**config.mk**
```make
export PLATFORM = sky130hd
export DESIGN_NAME = dest_fifo_stage
export DESIGN_NICKNAME = d
export VERILOG_FILES = /design/src/rtl/dest_fifo_stage.sv
export SDC_FILE = /design/constraint.sdc
export NUM_CORES = 1
export LEC_CHECK = 0
export ABC_AREA = 1
export CAP_MARGIN = 30
export CORE_UTILIZATION = 25
export CTS_CLUSTER_DIAMETER = 120
export DETAILED_ROUTE_END_ITERATION = 16
export PLACE_DENSITY_LB_ADDON = 0.05
export SETUP_SLACK_MARGIN = 0.15
export SLEW_MARGIN = 20
export SYNTH_ARGS = -nofsm -noshare
export SYNTH_HDL_FRONTEND = slang
export SYNTH_SLANG_ARGS = --single-unit
```
**constraint.sdc**
```tcl
create_clock -name clk -period 1.85 [get_ports clk]
set_input_delay 0.37 -clock clk [delete_from_list [all_inputs] [get_ports clk]]
set_output_delay 0.37 -clock clk [all_outputs]
set_load 0.01 [all_outputs]
```
**src/rtl/dest_fifo_stage.sv**
```systemverilog
// Destination stage: steers each incoming word into FIFO D0 or D1 by its destination bit and raises pause/overflow flags.
// Optional per-FIFO pop counters (cnt_D0/cnt_D1) are enabled by defining DEST_CNT_EN.
module dest_fifo_stage #(
    parameter int DATA_W   = 6,
    parameter int DEPTH    = 4,
    parameter int ADDR_W   = 2,
    parameter int DEST_BIT = 4,
    parameter int AF_TH    = 3
) (
    input  logic              clk,
    input  logic              reset_L,
    input  logic              valid_in,
    input  logic [DATA_W-1:0] data_in,
    input  logic              pop_D0,
    input  logic              pop_D1,
    output logic [DATA_W-1:0] data_out0,
    output logic [DATA_W-1:0] data_out1,
    output logic              valid_out0,
    output logic              valid_out1,
    output logic              empty_D0,
    output logic              empty_D1,
    output logic              pausa_out,
    output logic              error_out
`ifdef DEST_CNT_EN
    ,
    output logic [7:0]        cnt_D0,
    output logic [7:0]        cnt_D1
`endif
);

    localparam logic [ADDR_W:0] C_DEPTH = (ADDR_W+1)'(DEPTH);
    localparam logic [ADDR_W:0] C_AF_TH = (ADDR_W+1)'(AF_TH);

    logic [DATA_W-1:0] r_mem    [2][DEPTH];
    logic [ADDR_W-1:0] r_wr_ptr [2];
    logic [ADDR_W-1:0] r_rd_ptr [2];
    logic [ADDR_W:0]   r_occ    [2];
    logic [DATA_W-1:0] r_dout   [2];
    logic [1:0]        r_vout;
    logic              r_err;

    logic [1:0]        w_push;
    logic [1:0]        w_pop;
    logic [1:0]        w_full;
    logic [1:0]        w_wr_en;
    logic              w_ovf;

    always_comb begin
        w_push[0] = valid_in & ~data_in[DEST_BIT];
        w_push[1] = valid_in &  data_in[DEST_BIT];
        w_pop[0]  = pop_D0 & (r_occ[0] != '0);
        w_pop[1]  = pop_D1 & (r_occ[1] != '0);
        w_full[0] = (r_occ[0] == C_DEPTH);
        w_full[1] = (r_occ[1] == C_DEPTH);
        // A pop on a full FIFO frees the slot the simultaneous push lands in
        w_wr_en   = w_push & (~w_full | w_pop);
        w_ovf     = |(w_push & w_full & ~w_pop);
    end

    always_ff @(posedge clk) begin
        for (int i = 0; i < 2; i++) begin
            if (w_wr_en[i]) begin
                r_mem[i][r_wr_ptr[i]] <= data_in;
            end
        end
    end

    always_ff @(posedge clk or negedge reset_L) begin
        if (!reset_L) begin
            for (int i = 0; i < 2; i++) begin
                r_wr_ptr[i] <= '0;
                r_rd_ptr[i] <= '0;
                r_occ[i]    <= '0;
                r_dout[i]   <= '0;
            end
            r_vout <= '0;
            r_err  <= 1'b0;
        end else begin
            for (int i = 0; i < 2; i++) begin
                if (w_wr_en[i]) begin
                    r_wr_ptr[i] <= r_wr_ptr[i] + ADDR_W'(1);
                end
                if (w_pop[i]) begin
                    r_rd_ptr[i] <= r_rd_ptr[i] + ADDR_W'(1);
                    r_dout[i]   <= r_mem[i][r_rd_ptr[i]];
                end
                case ({w_wr_en[i], w_pop[i]})
                    2'b10:   r_occ[i] <= r_occ[i] + (ADDR_W+1)'(1);
                    2'b01:   r_occ[i] <= r_occ[i] - (ADDR_W+1)'(1);
                    default: r_occ[i] <= r_occ[i];
                endcase
            end
            r_vout <= w_pop;
            if (w_ovf) begin
                r_err <= 1'b1;
            end
        end
    end

    assign data_out0  = r_dout[0];
    assign data_out1  = r_dout[1];
    assign valid_out0 = r_vout[0];
    assign valid_out1 = r_vout[1];
    assign empty_D0   = (r_occ[0] == '0);
    assign empty_D1   = (r_occ[1] == '0);
    assign pausa_out  = (r_occ[0] >= C_AF_TH) | (r_occ[1] >= C_AF_TH);
    assign error_out  = r_err;

`ifdef DEST_CNT_EN
    logic [7:0] r_cnt [2];

    always_ff @(posedge clk or negedge reset_L) begin
        if (!reset_L) begin
            r_cnt[0] <= '0;
            r_cnt[1] <= '0;
        end else begin
            for (int i = 0; i < 2; i++) begin
                if (r_vout[i] && (r_cnt[i] != 8'hFF)) begin
                    r_cnt[i] <= r_cnt[i] + 8'd1;
                end
            end
        end
    end

    assign cnt_D0 = r_cnt[0];
    assign cnt_D1 = r_cnt[1];
`endif

endmodule

```
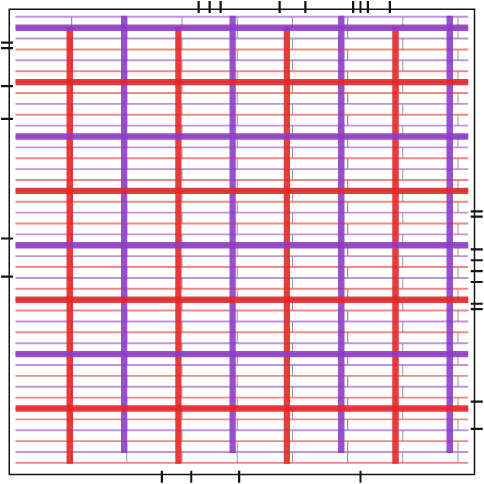
(run_1/floorplan.png)
Scale: 4 px per um. Pins as bars on the die edge. Tap cells in grey.
- red: VSS
- purple: VDD
- met5 straps: 8
- signal pins: 29
- met1 rails: 42
- tap cells: 172
- rows: 41

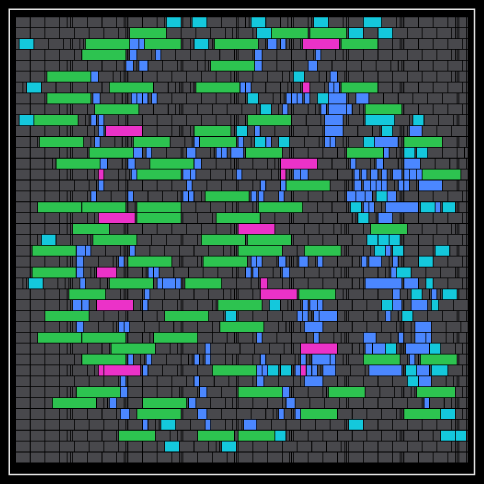
(run_1/class_map.png)
Scale: 4 px per um. Fill, decap, tap and diode cells in grey.
- cyan: remaining buffers and delay cells (cells 63; share of their area 14%)
- green: registers (cells 77; share of their area 53%)
- blue: remaining logic cells (cells 197; share of their area 27%)
- magenta: clock drivers and dummy loads (cells 16; share of their area 6.5%)

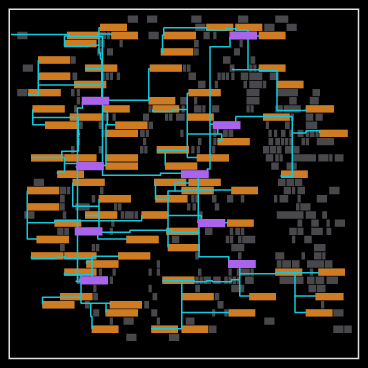
(run_1/clock_wires.png)
Scale: 3 px per um.
- purple: clock-net drivers (count 9)
- cyan: clock wires (length 1160 um)
- orange: flip-flops (count 77)
- routed clock nets: 10

run 1: power breakdown:
group / internal, uW / leakage [uW] / switching (uW)
Clock: 943 / 0.000131 / 668
Sequential: 2260 / 0.000761 / 268
Combinational: 1120 / 0.000823 / 1340
run 1: final timing paths:
path / startpoint / end / slack [ns] / cells past startpoint
max: pop_D0 / r_occ[5] / 0.15 / 10
min: reset_L / r_vout[0] / 0.44 / 2
max reg2reg: r_occ[3] / r_occ[5] / 0.15 / 9
min reg2reg: error_out / error_out / 0.49 / 2
max in group asynchronous: reset_L / r_occ[0] / 1.07 / 2
min in group clk: error_out / error_out / 0.49 / 2
run 1: worst max-delay path: stages:
cell and delay (ns):
sky130_fd_sc_hd__clkdlybuf4s50_1 0.40, sky130_fd_sc_hd__inv_1 0.12, sky130_fd_sc_hd__nand3_2 0.09, sky130_fd_sc_hd__nand2_2 0.10, sky130_fd_sc_hd__ha_4 0.13, sky130_fd_sc_hd__inv_2 0.04
sky130_fd_sc_hd__fa_2 0.34, sky130_fd_sc_hd__a21oi_2 0.11, sky130_fd_sc_hd__o21ai_1 0.08, sky130_fd_sc_hd__xor2_1 0.14
run 1: repair_timing:
action | in CTS | in global routing
setup endpoints to repair | 5 | 12
gates resized | 15 | 8
setup buffers | 4 | 2
pin swaps | 1 | 4
hold buffers | 0 | 0
run 1: flip-flops by register name, summed over array words and instances (netlist names):
signal     flops
r_mem         48
data_out0      6
data_out1      6
r_occ          6
r_rd_ptr       4
r_wr_ptr       4
r_vout         2
error_out      1
run 1: through the flow:
| step | std cells | setup WS [ns] |
|---|---|---|
| 5_1_grt | 525 | 0.0792 |
| 4_1_cts | 523 | 0.117 |
| 3_5_place_dp | 503 | -0.249 |
| 3_3_place_gp | 503 | -0.211 |
| 2_1_floorplan | 281 | 0.0974 |
| 6_report | 525 | 0.150 |
==> run summary, run 1 <==
Implementation status.

- The final-report max-slew violation count is 0.
- The first-iteration detailed-routing DRC count is roughly 52.
- The flow ran to the end, and the final reports show no timing, DRC or antenna violations.
- For this block, wires on met1 add up to between 3000 and 4000 um.
- The final report lists the setup-violating endpoint count as 0.
- met2 is the most crowded layer.
- For reference, simple AND, OR, NAND and NOR cells occupy 13.1% of the area reported after synthesis.
- The design draws approximately 6600 uW.
- The transition time recorded at the tightest slew-check pin is 0.434 ns.
- Clock cells make up 6.16% of the layout cell area.
- The cell sitting at the root of the clock tree is a sky130_fd_sc_hd__clkbuf_16.
- The worst setup path is captured at a flop.
- The report lists the power per cell area as 1540 mW/mm2.
- Setup repair after global routing could not meet its margin everywhere.
- The inverter count of the layout excluding clock inverters is 32.
- In this run the full chip footprint comes out at approximately 0.013 mm2.
- The worst path in the final design needs a cycle of between 1.5 and 2 ns, including I/O delays and setup.
- The number of cells in the yosys synthesis report is about 280.
- The post-synthesis share of cell area spent on and-or and or-and gates is between 8 and 9%.
- Per the post-synthesis stats, the area per cell is 11.6 um2.
- In the detailed route, the total length drawn on met3 is 246 um.
- Summing over the stages, the warning tally comes to 35.
- The portion of synthesized cell area occupied by the leading cell type is ~44%.
- The H-tree generated during clock tree synthesis spans 3 levels.
- The final worst hold slack is between 0.4 and 0.5 ns.
- The total detailed-routing wirelength is 7460 um.
- For reference, the placement row count at floorplan is between 40 and 50.
- The sum of net half-perimeters after detailed placement is around 5000 um.
- Leaving out fill and tap cells, the most frequent cells in the layout are sky130_fd_sc_hd__nor2_1, sky130_fd_sc_hd__edfxtp_1, sky130_fd_sc_hd__buf_4.
- Entering global routing, the biggest net connects 30 pins.
- By count the netlist is led by sky130_fd_sc_hd__nor2_1, sky130_fd_sc_hd__edfxtp_1, sky130_fd_sc_hd__inv_1.
- TritonCTS built the clock tree.
- The instance tally after logic synthesis is about 280.
- In the final layout, flip-flops and latches take up 50.7% of the cell area.
- Sequential cells placed in the final layout were counted as 77.
- The overall die width is about 120 um.
- The final-layout clock buffer total is 14.
- The fraction of met3 tracks used by global routing is 2.62%.
- The multi-input combinational cell count is 165.
- The count of nets left with antenna violations once routing finished came out at 0.
- The final setup skew is 0.00728 ns.
- The dominant combinational cell family by area after synthesis is simple AND/OR/NAND/NOR gates.
==> run_1/congestion_map.png <==
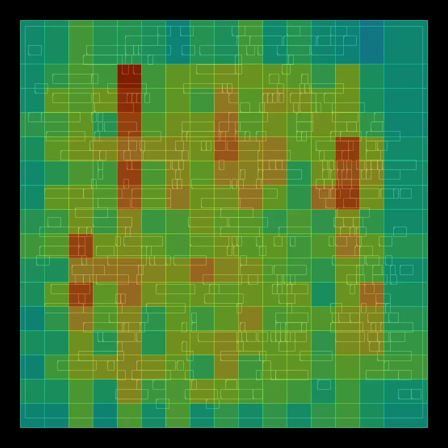

==> run 2, diff against run 1 <==
==> constraint.sdc (replaced) <==
create_clock -name clk -period 1.85 [get_ports clk]
set_input_delay 0.4625 -clock clk [delete_from_list [all_inputs] [get_ports clk]]
set_output_delay 0.4625 -clock clk [all_outputs]
set_load 0.01 [all_outputs]
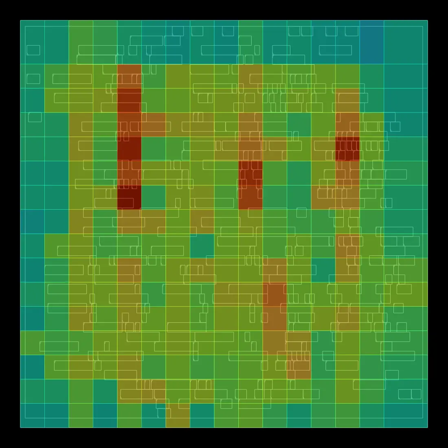
(run_2/congestion_map.png)
met2 usage in global routing: 20.0%
GR peak layer: met2
Total GRT Usage: 12.9%

==> run 2 against run 1 <==
  * Register-to-register slack got worse by 0.02 ns
  * Combinational power fell by 2%
  * Worst setup slack got worse by 0.069 ns
  * Clock-buffer cell count rose by 2
  * Cell count rose by 0.19%
  * Clock skew barely moved
  * First-iteration DRC count rose by 25%
  * Critical path type is now reg -> out
  * Critical endpoint is now empty_D0
  * Largest cell class unchanged
==> run summary, run 2 <==
Implementation status.

- The weighted congestion reported at the end of routability-driven placement is between 0.7 and 0.8.
- The power density over cell area was 1550 mW/mm2 (+0.59%).
- The cell total after placement was 503 (unchanged).
- The total number of placement rows came to 41 (unchanged).
- The time the worst path needs with I/O delays and setup is 1.77 ns (+0.0687 ns).
- The portion of synthesized cell area occupied by the leading cell type is 44.4% (unchanged).
- The overall die width came to 116 um (unchanged).
- The number of logged tool warnings is 35 (unchanged).
- Ranking logic cells in the layout by count gives the top entries sky130_fd_sc_hd__nor2_1, sky130_fd_sc_hd__edfxtp_1, sky130_fd_sc_hd__buf_4.
- The final setup skew is 0.00711 ns (-0.000171 ns).
- The worst setup path is captured at an output pin.
- Measured along the y axis, the die boundary spans around 120 um.
- The average cell area after synthesis is 11.6 um2 (unchanged).
- The quantity of hold-fixing buffers added after cts is 0 (unchanged).
- The met1 routed wirelength after detailed routing is 3490 um (-5.7%).
- Setup repair after global routing could not meet its margin everywhere.
- The wire length on met3 was 234 um (-4.9%).
- In this run the tool buffered the top-level ports with 28 buffer cells.
- The flip-flop count of the largest register, all copies and words added is 48 (unchanged).
- The detailed-route vias per instance is 4.09.
- The number of clock sinks is between 70 and 80.
- The required time of the critical path is ~1.4 ns.
- The number of resized instances in the post-cts repair step is 33 (+18).
- The count of nets left with antenna violations after detail routing is 0 (unchanged).
- The final worst hold slack was 0.493 ns (+0.0567 ns).
- Yosys reports that the most numerous cell types are sky130_fd_sc_hd__nor2_1, sky130_fd_sc_hd__edfxtp_1, sky130_fd_sc_hd__inv_1.
- The pin count of the biggest net entering global routing is 30 (unchanged).
- The smallest setup slack after layout is 0.0815 ns (-0.0687 ns).
- The final period utilization is a little over nine tenths.
- The run finished with clean final reports.
- Per the CTS log, the root buffer master is sky130_fd_sc_hd__clkbuf_16.
- The first-iteration detailed-routing DRC count was 65 (+25%).
- The pre-CTS worst setup slack was -0.365 ns (-0.116 ns).
- The path depth of the worst reg2reg path is 7 (-2).
- The number of setup violations in the final report is 0 (unchanged).
- The final instance count without filler cells came to 526 (+0.19%).
- The instance tally after logic synthesis is 281 (unchanged).
- The post-route total power is 6760 uW (+2.6%).
- The synthesis report lists the most area-consuming cells as sky130_fd_sc_hd__edfxtp_1, sky130_fd_sc_hd__dfrtp_1, sky130_fd_sc_hd__nor2_1.
- The total detailed-routing wirelength is 7560 um (+1.4%).
- The post-CTS setup-driven buffer insertion count is 3 (-1).
- Global routing consumed, on the met1 layer, 16.2% of the routing resources.
- The fraction of met3 tracks used by global routing is 2.67% (+0.052 points).
- The number of cells in the yosys synthesis report is 281 (unchanged).
- The H-tree depth reported by CTS is 3 (unchanged).
- The worst hold path cell count is 2.
- The slew of the pin with the lowest slew margin came to 0.431 ns (-0.00224 ns).
- The chip area is 0.0134 mm2 (unchanged).
- The sum of net half-perimeters after detailed placement is 4920 um (-0.66%).
[run 2: cell types whose count changed in the layout (fill, tap and decap cells not counted), sizes merged]
cell / delta
clkdlybuf4s50: -15
dlygate4sd2: +9
dlymetal6s2s: +5
buf: +2
clkbuf: +2
clkinv: -2
[run 2: final cells by class]
| type | count | area (um2) |
|---|---|---|
| clock buffers | 16 | 303 |
| fillers | 1299 | 8250 |
| inverters | 32 | 125 |
| multi-input cells | 165 | 990 |
| flip-flops and latches | 77 | 2170 |
| well taps | 172 | 215 |
| repair buffers | 64 | 566 |
[run 2: final timing paths]
check                      slack [ns]         to  startpoint
min reg2reg                      0.49  error_out   error_out
max reg2reg                      0.13   r_occ[4]    r_occ[3]
min in group asynchronous        0.53  r_vout[0]     reset_L
max in group asynchronous        0.99   r_occ[1]     reset_L
max                              0.08   empty_D0    r_occ[3]
min                              0.49  error_out   error_out
[run 2: critical path: stages (launching register included)]
cell and delay (ns):
sky130_fd_sc_hd__dfrtp_2 0.44, sky130_fd_sc_hd__buf_6 0.13, sky130_fd_sc_hd__nor3_4 0.22, sky130_fd_sc_hd__buf_2 0.17
[run 2: power by group]
group	switching (uW)	internal [uW]	leakage, uW	total [uW]
clock network	677	1100	0.000148	1780
logic	1330	1080	0.000877	2410
registers	313	2260	0.000761	2570
[run 2: logic make-up after synthesis]
| family | count (synthesis) | synth area share [%] |
|---|---|---|
| and+or+nand+nor | 100 | 13.1 |
| AOI/OAI and AO/OA | 46 | 8.10 |
| adders and majority gates | 11 | 4.70 |
| xor gates and xnor gates | 8 | 2.16 |
| DFF | 77 | 66.8 |
| buffers and inverters | 39 | 5.17 |
==> run_2/layers.png <==
Scale: 4 px per um.
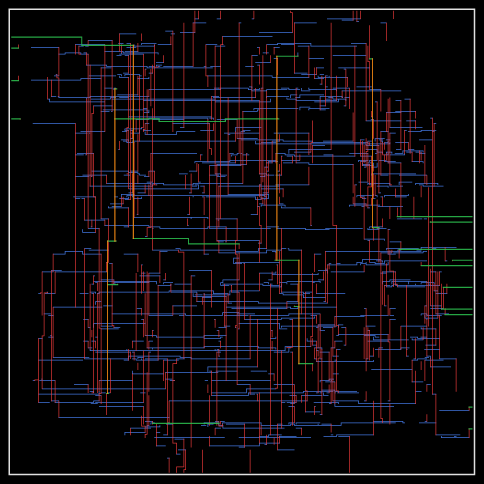

==> run 3, diff against run 2 <==
--- a/config.mk
+++ b/config.mk
@@ -10,8 +10,10 @@
 export CORE_UTILIZATION = 25
 export CTS_CLUSTER_DIAMETER = 120
 export DETAILED_ROUTE_END_ITERATION = 16
+export DONT_BUFFER_PORTS = 1
 export PLACE_DENSITY_LB_ADDON = 0.05
 export SETUP_SLACK_MARGIN = 0.15
+export SKIP_CTS_REPAIR_TIMING = 1
 export SLEW_MARGIN = 20
 export SYNTH_ARGS = -nofsm -noshare
 export SYNTH_HDL_FRONTEND = slang
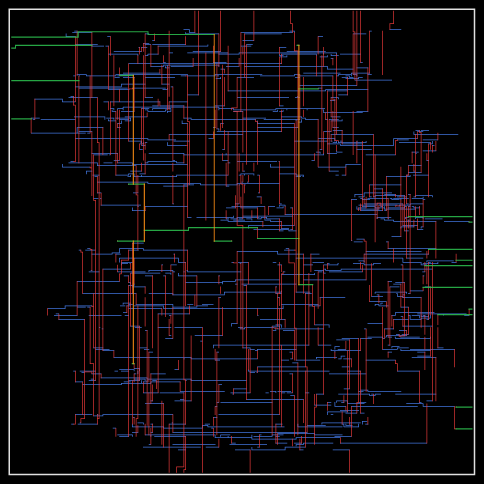
(run_3/layers.png)
Scale: 4 px per um.
- red: M2 (wire length 3290 um)
- orange: M4 (wire length 184 um)
- blue: M1 (wire length 3300 um)
- green: M3 (wire length 234 um)

==> run 3 against run 2 <==
  * Clock-buffer cell count is 4 lower
  * Clock skew is 0.0010 ns lower
  * Critical path depth is 4 higher
  * Die size stayed put
  * Wire length is 7.4% lower
  * Sequential cell count stayed put
  * Critical endpoint is now r_occ[4]
  * Largest cell class unchanged
==> run summary, run 3 <==
Implementation status.

- The flow ran to the end, and the final reports show no timing, DRC or antenna violations.
- The weighted congestion reported at the end of routability-driven placement is 0.682 (-4.5%).
- Setup repair after global routing could not meet its margin everywhere.
- The height of the chip is 116 um (unchanged).
- The commonest cells after synthesis are sky130_fd_sc_hd__nor2_1, sky130_fd_sc_hd__edfxtp_1, sky130_fd_sc_hd__inv_1.
- Of all power groups, the one with the highest power is registers.
- The internal power of the cells is 3820 uW (-14%).
- The first-iteration detailed-routing DRC count is 76 (+17%).
- The final setup skew is 0.00612 ns (-0.000997 ns).
- The share of power burned in combinational logic came to 29.2% (-6.4 points).
- The final period utilization was 93.6% (-2.0 points).
- The area occupied by registers came to 0.00217 mm2 (unchanged).
- The portion of synthesized cell area occupied by the leading cell type came to 44.4% (unchanged).
- The part of the total power dissipated in the clock network was 26.4% (about the same).
- Per STA, the worst path accumulates the most delay in the family adder cells.
- The buffer type at the clock tree root is sky130_fd_sc_hd__clkbuf_16.
- The power density over cell area is 1550 mW/mm2 (+0.25%).
- The post-synthesis share of cell area spent on and-or and or-and gates is 8.10% (unchanged).
- The detailed-route vias per instance is 4.12 (+0.59%).
- The number of clock sinks is 77 (unchanged).
- The overall die width came to 116 um (unchanged).
- The xor-xnor portion of the synthesized cell area is 2.16% (unchanged).
- The H-tree depth reported by CTS is 3 (unchanged).
- The power of the sequential group is 2640 uW (+3%).
- The number of cells in the yosys synthesis report came to 281 (unchanged).
- The pin count of the biggest net entering global routing was 30 (unchanged).
- The post-route total power is 5940 uW (-12%).
- The slew of the pin with the lowest slew margin is 0.564 ns (+0.132 ns).
- The combinational logic power is 1730 uW (-28%).
- The count of buffer and inverter cells on the critical path was 2 (unchanged).
- The cell sequence reported for the critical path is buf_4, nor3_4, nor2_4, ha_4, inv_4, fa_2, o21ai_1.
- The sum of net half-perimeters after detailed placement is 4720 um (-4.1%).
- The arithmetic-cell share of the synthesized area counting full adders, half adders and majority gates is 4.70% (unchanged).
- The kind of end point of the critical path is a flop.
- The instance tally after logic synthesis was 281 (unchanged).
- The time the worst path needs with I/O delays and setup is 1.73 ns (-0.0362 ns).
- The total global routing track utilization was 11.9% (-0.95 points).
- The average cell area after synthesis is 11.6 um2 (unchanged).
- The total number of placement rows is 41 (unchanged).
- The cell type of the slowest stage on the worst timing path is sky130_fd_sc_hd__dfrtp_2.
- The count of filler cells inserted in the layout was 1347 (+3.7%).
- The library cells used most frequently in the layout, excluding fill and tap cells, are sky130_fd_sc_hd__nor2_1, sky130_fd_sc_hd__edfxtp_1, sky130_fd_sc_hd__inv_1.
- By area the synthesized netlist is led by sky130_fd_sc_hd__edfxtp_1, sky130_fd_sc_hd__dfrtp_1, sky130_fd_sc_hd__nor2_1.
## run 3: path summary, 6_finish.rpt
| path | to | startpoint | cells past startpoint | slack, ns |
|---|---|---|---|---|
| max | r_occ[4] | r_occ[3] | 7 | 0.12 |
| min | r_mem[0][11] | data_in[5] | 0 | 0.22 |
| max reg2reg | r_occ[4] | r_occ[3] | 7 | 0.12 |
| min reg2reg | r_occ[3] | r_occ[3] | 1 | 0.53 |
| max in group asynchronous | r_occ[1] | reset_L | 2 | 1.06 |
| min in group asynchronous | data_out0[1] | reset_L | 2 | 0.60 |
## run 3: area by class of cell
cell class                      count  share of cell area (%)
Clock buffer                       12                    6.17
Inverter                           32                    3.20
Sequential cell                    77                    56.7
Multi-Input combinational cell    165                    24.4
Tap cell                          172                    5.62
Clock inverter                      4                   0.457
Timing Repair Buffer               16                    3.53
## run 3: cell families (layout without fill, tap and decap cells)
family / after synthesis / in the layout
AOI/OAI and AO/OA: 46 / 46
DFF: 77 / 77
and+or+nand+nor: 100 / 100
xor gates and xnor gates: 8 / 8
adders and majority gates: 11 / 11
buffers and inverters: 39 / 64
## run 3: per-layer routing
metal  share of wire, %  GRT usage [%]
met5                  0              0
met2                 47           18.4
met1                 47           14.9
met3                3.3           3.14
met4                2.6           7.18
## run 3: metrics by stage
step	worst slack [ns]	hold slack [ns]	util, %	instance area, um2	instances
floorplan	0.0999	0.167	-	3260	281
global placement	0.104	0.168	27.9	3530	459
detailed placement	0.0925	0.168	27.9	3530	459
CTS	0.0758	-0.198	30.0	3780	475
global route	0.0328	0.201	30.4	3830	478
finish	0.118	0.219	30.4	3830	478
No activity file was given, so power comes from the tool's default toggle rates.
